===== src/rtl/set_sched_pkg.sv =====
// set_sched_pkg -- shared constants for the set_scheduler block.
//   ST_IDLE / ST_WAIT : FSM state encoding (1-bit, legacy-compatible constants)
//   DEPTH_DEF         : default command FIFO depth
//   DLY_W_DEF         : default delay field width
package set_sched_pkg;

  localparam logic [0:0] ST_IDLE = 1'b0;
  localparam logic [0:0] ST_WAIT = 1'b1;

  localparam int DEPTH_DEF = 4;
  localparam int DLY_W_DEF = 8;

endpackage


===== src/rtl/set_scheduler_if.sv =====
// set_scheduler_if -- command channel into the scheduler.
//   cmd_valid : command present (producer)
//   cmd_ready : command accepted when high with cmd_valid (scheduler)
//   cmd_val   : value to drive
//   cmd_z     : release the output instead of driving it
//   cmd_dly   : wait cycles before the command is applied
interface set_scheduler_if
  import set_sched_pkg::*;
#(
  parameter int DLY_W = DLY_W_DEF
);

  logic             cmd_valid;
  logic             cmd_ready;
  logic             cmd_val;
  logic             cmd_z;
  logic [DLY_W-1:0] cmd_dly;

  modport master (output cmd_valid, cmd_val, cmd_z, cmd_dly, input cmd_ready);
  modport slave  (input cmd_valid, cmd_val, cmd_z, cmd_dly, output cmd_ready);

endinterface


===== src/rtl/set_sched_fifo.sv =====
// set_sched_fifo -- synchronous FIFO holding queued scheduler commands.
//   clk, rst : clock and synchronous active-high reset (pointers only)
//   flush    : empties the FIFO on the next edge
//   push/din : write when not full
//   pop/dout : head entry; pop advances when not empty
//   full/empty : occupancy flags, derived from the current pointers
module set_sched_fifo
  import set_sched_pkg::*;
#(
  parameter int DEPTH = DEPTH_DEF,
  parameter int W     = 2 + DLY_W_DEF
) (
  input  logic         clk,
  input  logic         rst,
  input  logic         flush,
  input  logic         push,
  input  logic [W-1:0] din,
  input  logic         pop,
  output logic [W-1:0] dout,
  output logic         full,
  output logic         empty
);

  localparam int AW = $clog2(DEPTH);

  // Pointers carry one extra wrap bit to tell full from empty.
  logic [AW:0]  wr_q, wr_d;
  logic [AW:0]  rd_q, rd_d;
  logic [W-1:0] mem_q [DEPTH];

  logic do_push;
  logic do_pop;

  assign empty   = (wr_q == rd_q);
  assign full    = (wr_q[AW] != rd_q[AW]) && (wr_q[AW-1:0] == rd_q[AW-1:0]);
  assign do_push = push && !full && !flush;
  assign do_pop  = pop && !empty && !flush;
  assign dout    = mem_q[rd_q[AW-1:0]];

  always_comb begin
    wr_d = wr_q;
    rd_d = rd_q;
    if (flush) begin
      wr_d = '0;
      rd_d = '0;
    end else begin
      if (do_push) wr_d = wr_q + 1'b1;
      if (do_pop)  rd_d = rd_q + 1'b1;
    end
  end

  always_ff @(posedge clk) begin
    if (rst) begin
      wr_q <= '0;
      rd_q <= '0;
    end else begin
      wr_q <= wr_d;
      rd_q <= rd_d;
    end
  end

  // Storage is data only; the pointers decide what is valid.
  always_ff @(posedge clk) begin
    if (do_push) mem_q[wr_q[AW-1:0]] <= din;
  end

endmodule


===== src/rtl/set_scheduler.sv =====
// set_scheduler -- queues {val, z, dly} commands and applies each one to a
// registered output after its programmed delay.
//   clk, rst : clock and synchronous active-high reset (rst beats flush)
//   flush    : discard queued and in-flight commands, outputs hold
//   cmd      : command channel (set_scheduler_if.slave)
//   out      : registered drive value
//   out_oe   : output enable, 0 means out is to be treated as released
//   done     : one-cycle pulse on the edge a command is applied
//   busy     : FIFO non-empty or FSM not idle
module set_scheduler
  import set_sched_pkg::*;
#(
  parameter int DEPTH = DEPTH_DEF,
  parameter int DLY_W = DLY_W_DEF
) (
  input  logic              clk,
  input  logic              rst,
  input  logic              flush,
  set_scheduler_if.slave    cmd,
  output logic              out,
  output logic              out_oe,
  output logic              done,
  output logic              busy
);

  localparam int FW = 2 + DLY_W;

  logic [FW-1:0]    fifo_din;
  logic [FW-1:0]    fifo_dout;
  logic             fifo_full;
  logic             fifo_empty;
  logic             push;
  logic             pop;

  logic             head_val;
  logic             head_z;
  logic [DLY_W-1:0] head_dly;

  logic [0:0]       state_q, state_d;
  logic [DLY_W-1:0] cnt_q, cnt_d;
  logic             val_q, val_d;
  logic             z_q, z_d;
  logic             out_q, out_d;
  logic             oe_q, oe_d;
  logic             done_q, done_d;

  assign cmd.cmd_ready = !fifo_full && !flush && !rst;
  assign push          = cmd.cmd_valid && cmd.cmd_ready;
  assign fifo_din      = {cmd.cmd_val, cmd.cmd_z, cmd.cmd_dly};
  assign {head_val, head_z, head_dly} = fifo_dout;

  // The cycle right after an application (done high) is a deliberate idle
  // bubble: the next command is not popped until done has dropped.
  assign pop = (state_q == ST_IDLE) && !fifo_empty && !done_q && !flush;

  set_sched_fifo #(
    .DEPTH (DEPTH),
    .W     (FW)
  ) u_fifo (
    .clk   (clk),
    .rst   (rst),
    .flush (flush),
    .push  (push),
    .din   (fifo_din),
    .pop   (pop),
    .dout  (fifo_dout),
    .full  (fifo_full),
    .empty (fifo_empty)
  );

  always_comb begin
    state_d = state_q;
    cnt_d   = cnt_q;
    val_d   = val_q;
    z_d     = z_q;
    out_d   = out_q;
    oe_d    = oe_q;
    done_d  = 1'b0;
    case (state_q)
      ST_IDLE: begin
        if (pop) begin
          cnt_d   = head_dly;
          val_d   = head_val;
          z_d     = head_z;
          state_d = ST_WAIT;
        end
      end
      default: begin
        // Counter only decrements while non-zero, so the max delay never wraps.
        if (cnt_q != '0) begin
          cnt_d = cnt_q - 1'b1;
        end else begin
          out_d   = val_q;
          oe_d    = !z_q;
          done_d  = 1'b1;
          state_d = ST_IDLE;
        end
      end
    endcase
    if (flush) begin
      state_d = ST_IDLE;
      cnt_d   = '0;
      out_d   = out_q;
      oe_d    = oe_q;
      done_d  = 1'b0;
    end
  end

  always_ff @(posedge clk) begin
    if (rst) begin
      state_q <= ST_IDLE;
      cnt_q   <= '0;
      out_q   <= 1'b0;
      oe_q    <= 1'b0;
      done_q  <= 1'b0;
    end else begin
      state_q <= state_d;
      cnt_q   <= cnt_d;
      out_q   <= out_d;
      oe_q    <= oe_d;
      done_q  <= done_d;
    end
  end

  // Latched command payload; only meaningful while in WAIT.
  always_ff @(posedge clk) begin
    val_q <= val_d;
    z_q   <= z_d;
  end

  assign out    = out_q;
  assign out_oe = oe_q;
  assign done   = done_q;
  assign busy   = !fifo_empty || (state_q != ST_IDLE);

endmodule

===== src/flat_wrapper.sv =====
// flat-port wrapper written by rule: the top's interface ports become plain ports
module set_scheduler_flat import set_sched_pkg::*;
#(
  parameter int DEPTH = DEPTH_DEF,
  parameter int DLY_W = DLY_W_DEF
)
  (clk, rst, flush, out, out_oe, done, busy, cmd_cmd_valid, cmd_cmd_val, cmd_cmd_z, cmd_cmd_dly, cmd_cmd_ready);
  set_scheduler_if #(.DLY_W(DLY_W)) cmd_i ();
  input  logic clk;
  input  logic rst;
  input  logic flush;
  output logic out;
  output logic out_oe;
  output logic done;
  output logic busy;
  input wire logic [$bits(cmd_i.cmd_valid)-1:0] cmd_cmd_valid;
  input wire logic [$bits(cmd_i.cmd_val)-1:0] cmd_cmd_val;
  input wire logic [$bits(cmd_i.cmd_z)-1:0] cmd_cmd_z;
  input wire logic [$bits(cmd_i.cmd_dly)-1:0] cmd_cmd_dly;
  output wire logic [$bits(cmd_i.cmd_ready)-1:0] cmd_cmd_ready;
  assign cmd_i.cmd_valid = cmd_cmd_valid;
  assign cmd_i.cmd_val = cmd_cmd_val;
  assign cmd_i.cmd_z = cmd_cmd_z;
  assign cmd_i.cmd_dly = cmd_cmd_dly;
  assign cmd_cmd_ready = cmd_i.cmd_ready;
  set_scheduler #(.DEPTH(DEPTH), .DLY_W(DLY_W)) u_core (.clk(clk), .rst(rst), .flush(flush), .cmd(cmd_i), .out(out), .out_oe(out_oe), .done(done), .busy(busy));
endmodule

===== config.mk =====
export PLATFORM = sky130hd
export DESIGN_NAME = set_scheduler_flat
export DESIGN_NICKNAME = d
export VERILOG_FILES = /design/src/rtl/set_sched_pkg.sv /design/src/rtl/set_scheduler_if.sv /design/src/rtl/set_sched_fifo.sv /design/src/rtl/set_scheduler.sv /design/src/flat_wrapper.sv
export SDC_FILE = /design/constraint.sdc
export NUM_CORES = 1
export LEC_CHECK = 0
export CAP_MARGIN = 20
export CORE_MARGIN = 2
export CORE_UTILIZATION = 55
export DETAILED_ROUTE_END_ITERATION = 16
export PLACE_DENSITY = 0.76
export RECOVER_POWER = 100
export SKIP_LAST_GASP = 1
export SLEW_MARGIN = 20
export SYNTH_ARGS = -nofsm -noshare
export SYNTH_HDL_FRONTEND = slang
export SYNTH_SLANG_ARGS = --single-unit

===== constraint.sdc =====
create_clock -name clk -period 4.55 [get_ports clk]
set_input_delay 0.91 -clock clk [delete_from_list [all_inputs] [get_ports clk]]
set_output_delay 0.91 -clock clk [all_outputs]
set_load 0.03 [all_outputs]

==> out/metrics.yaml <==
final_timing:
  timing.fmax_mhz: 269
synthesis:
  syn_inst: 172
  synthAoiAreaFrac_pct: 10.9
  synth_flop_count: 62
  ys_sh_mux_pct: 9.20
  synth_adder_area_share_pct: 2.94
outcome:
  status: "finished clean"
grt:
  use_met1_pct: 24.9
  gr-usage-met2_pct: 31.4
  grt_pass1_wl_um: 7360
  grt_pass1_vias: 1537
  antenna_found_initial: 0
drt:
  totalWireLength_um: 4370
  met1Wirelength_um: 1930
  highest_layer: "met4"
setup_path:
  required_ps: 3640
  worstSetupPathType: "in -> out"
place:
  place_inst: 236
  dp_hpwl_um: 3060
layout:
  areaGrowthSynthToFinish_pct: 13.6
cts:
  cts_hold_buf: 0
  clock_path_buffers: 2
pwr:
  ir_worst_vdd_uv: 245
  power_w: 0.00104
run:
  drv_cap: 0
  tool_warnings: 29
die:
  dieWidth_um: 72.2
==> power breakdown <==
group | switching (W) | internal [W] | total [W]
logic | 0.0000205 | 0.0000180 | 0.0000386
clock network | 0.000187 | 0.000211 | 0.000397
registers | 0.00000250 | 0.000606 | 0.000608
total | 0.000210 | 0.000834 | 0.00104
==> layout make-up <==
class                      count  area, um^2
timing repair buffer          18         180
clock inverter                 2        8.76
inverter                       7        26.3
tap                           52        65.1
fill                         318        1510
multi-input combinational     97         812
clock buffer                  14         153
sequential                    62        1660
==> synthesized netlist by cell type <==
cell type and instances:
a21bo_1 1, a21boi_0 1, a21oi_1 7, a22oi_1 1, a311oi_2 1, a31o_2 1, a32o_1 2, and2_1 4
buf_2 3, clkbuf_1 3, dfxtp_1 20, edfxtp_1 42, ha_1 6, inv_1 5, inv_2 2, mux2i_1 1
mux4_2 10, nand2_1 13, nand3_1 4, nand3b_1 1, nand4_1 1, nor2_1 10, nor3_1 2, nor4_1 1
nor4b_1 1, o21a_4 1, o21ai_0 5, o21ai_1 1, o21ai_4 1, o221a_4 1, o22ai_1 3, o2bb2ai_1 1
o311a_1 1, o31ai_1 3, o31ai_4 1, o41a_1 1, or2_2 2, or3_1 1, or4b_4 1, xnor2_1 3
xor2_1 3
==> path summary, 6_finish.rpt <==
| kind | slack, ps | start | to | depth (start not counted) |
|---|---|---|---|---|
| worst min register to register | 460 | u_core.out_oe | u_core.out_oe | 2 |
| worst max-delay path | 830 | flush | cmd_cmd_ready | 4 |
| worst max register to register | 1860 | u_core.u_fifo.wr_q[0] | u_core.cnt_q[5] | 6 |
| worst min-delay path | 460 | u_core.out_oe | u_core.out_oe | 2 |
pdn.png
The bar under the picture is 20 um long. Pins as bars on the die edge.
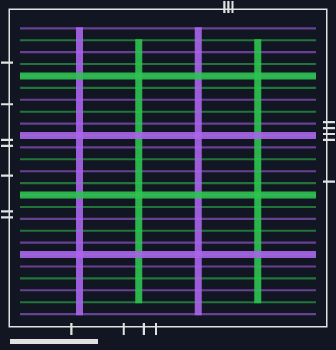
[purple] VSS
[green] VDD
met4 straps: 4
signal pins: 19
met1 rails: 25
met5 straps: 4

cell_classes.png
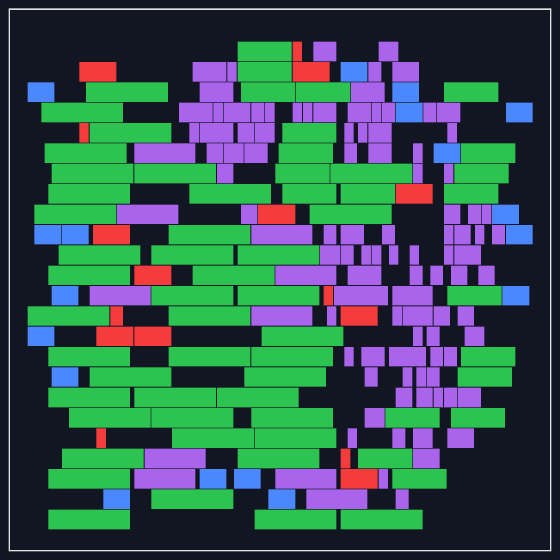
[green] flip-flops | cells: 62
[purple] all other logic | cells: 104
[blue] other buffers and delay cells | cells: 18
[red] clock drivers and dummy loads | cells: 16

clock_map.png
The bar under the picture is 20 um long.
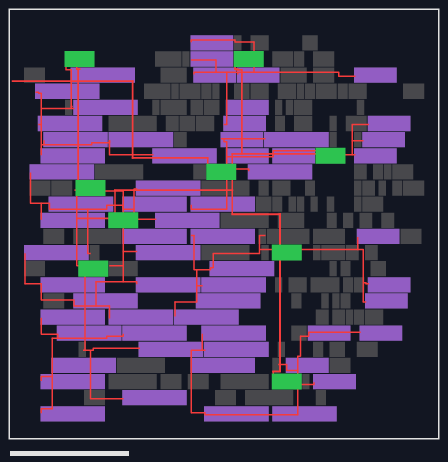
[purple] flip-flops | count: 62
[green] cells driving clock nets | count: 9
[red] clock wires | length: 693 um
routed clock nets: 10

No activity file was given, so power comes from the tool's default toggle rates.
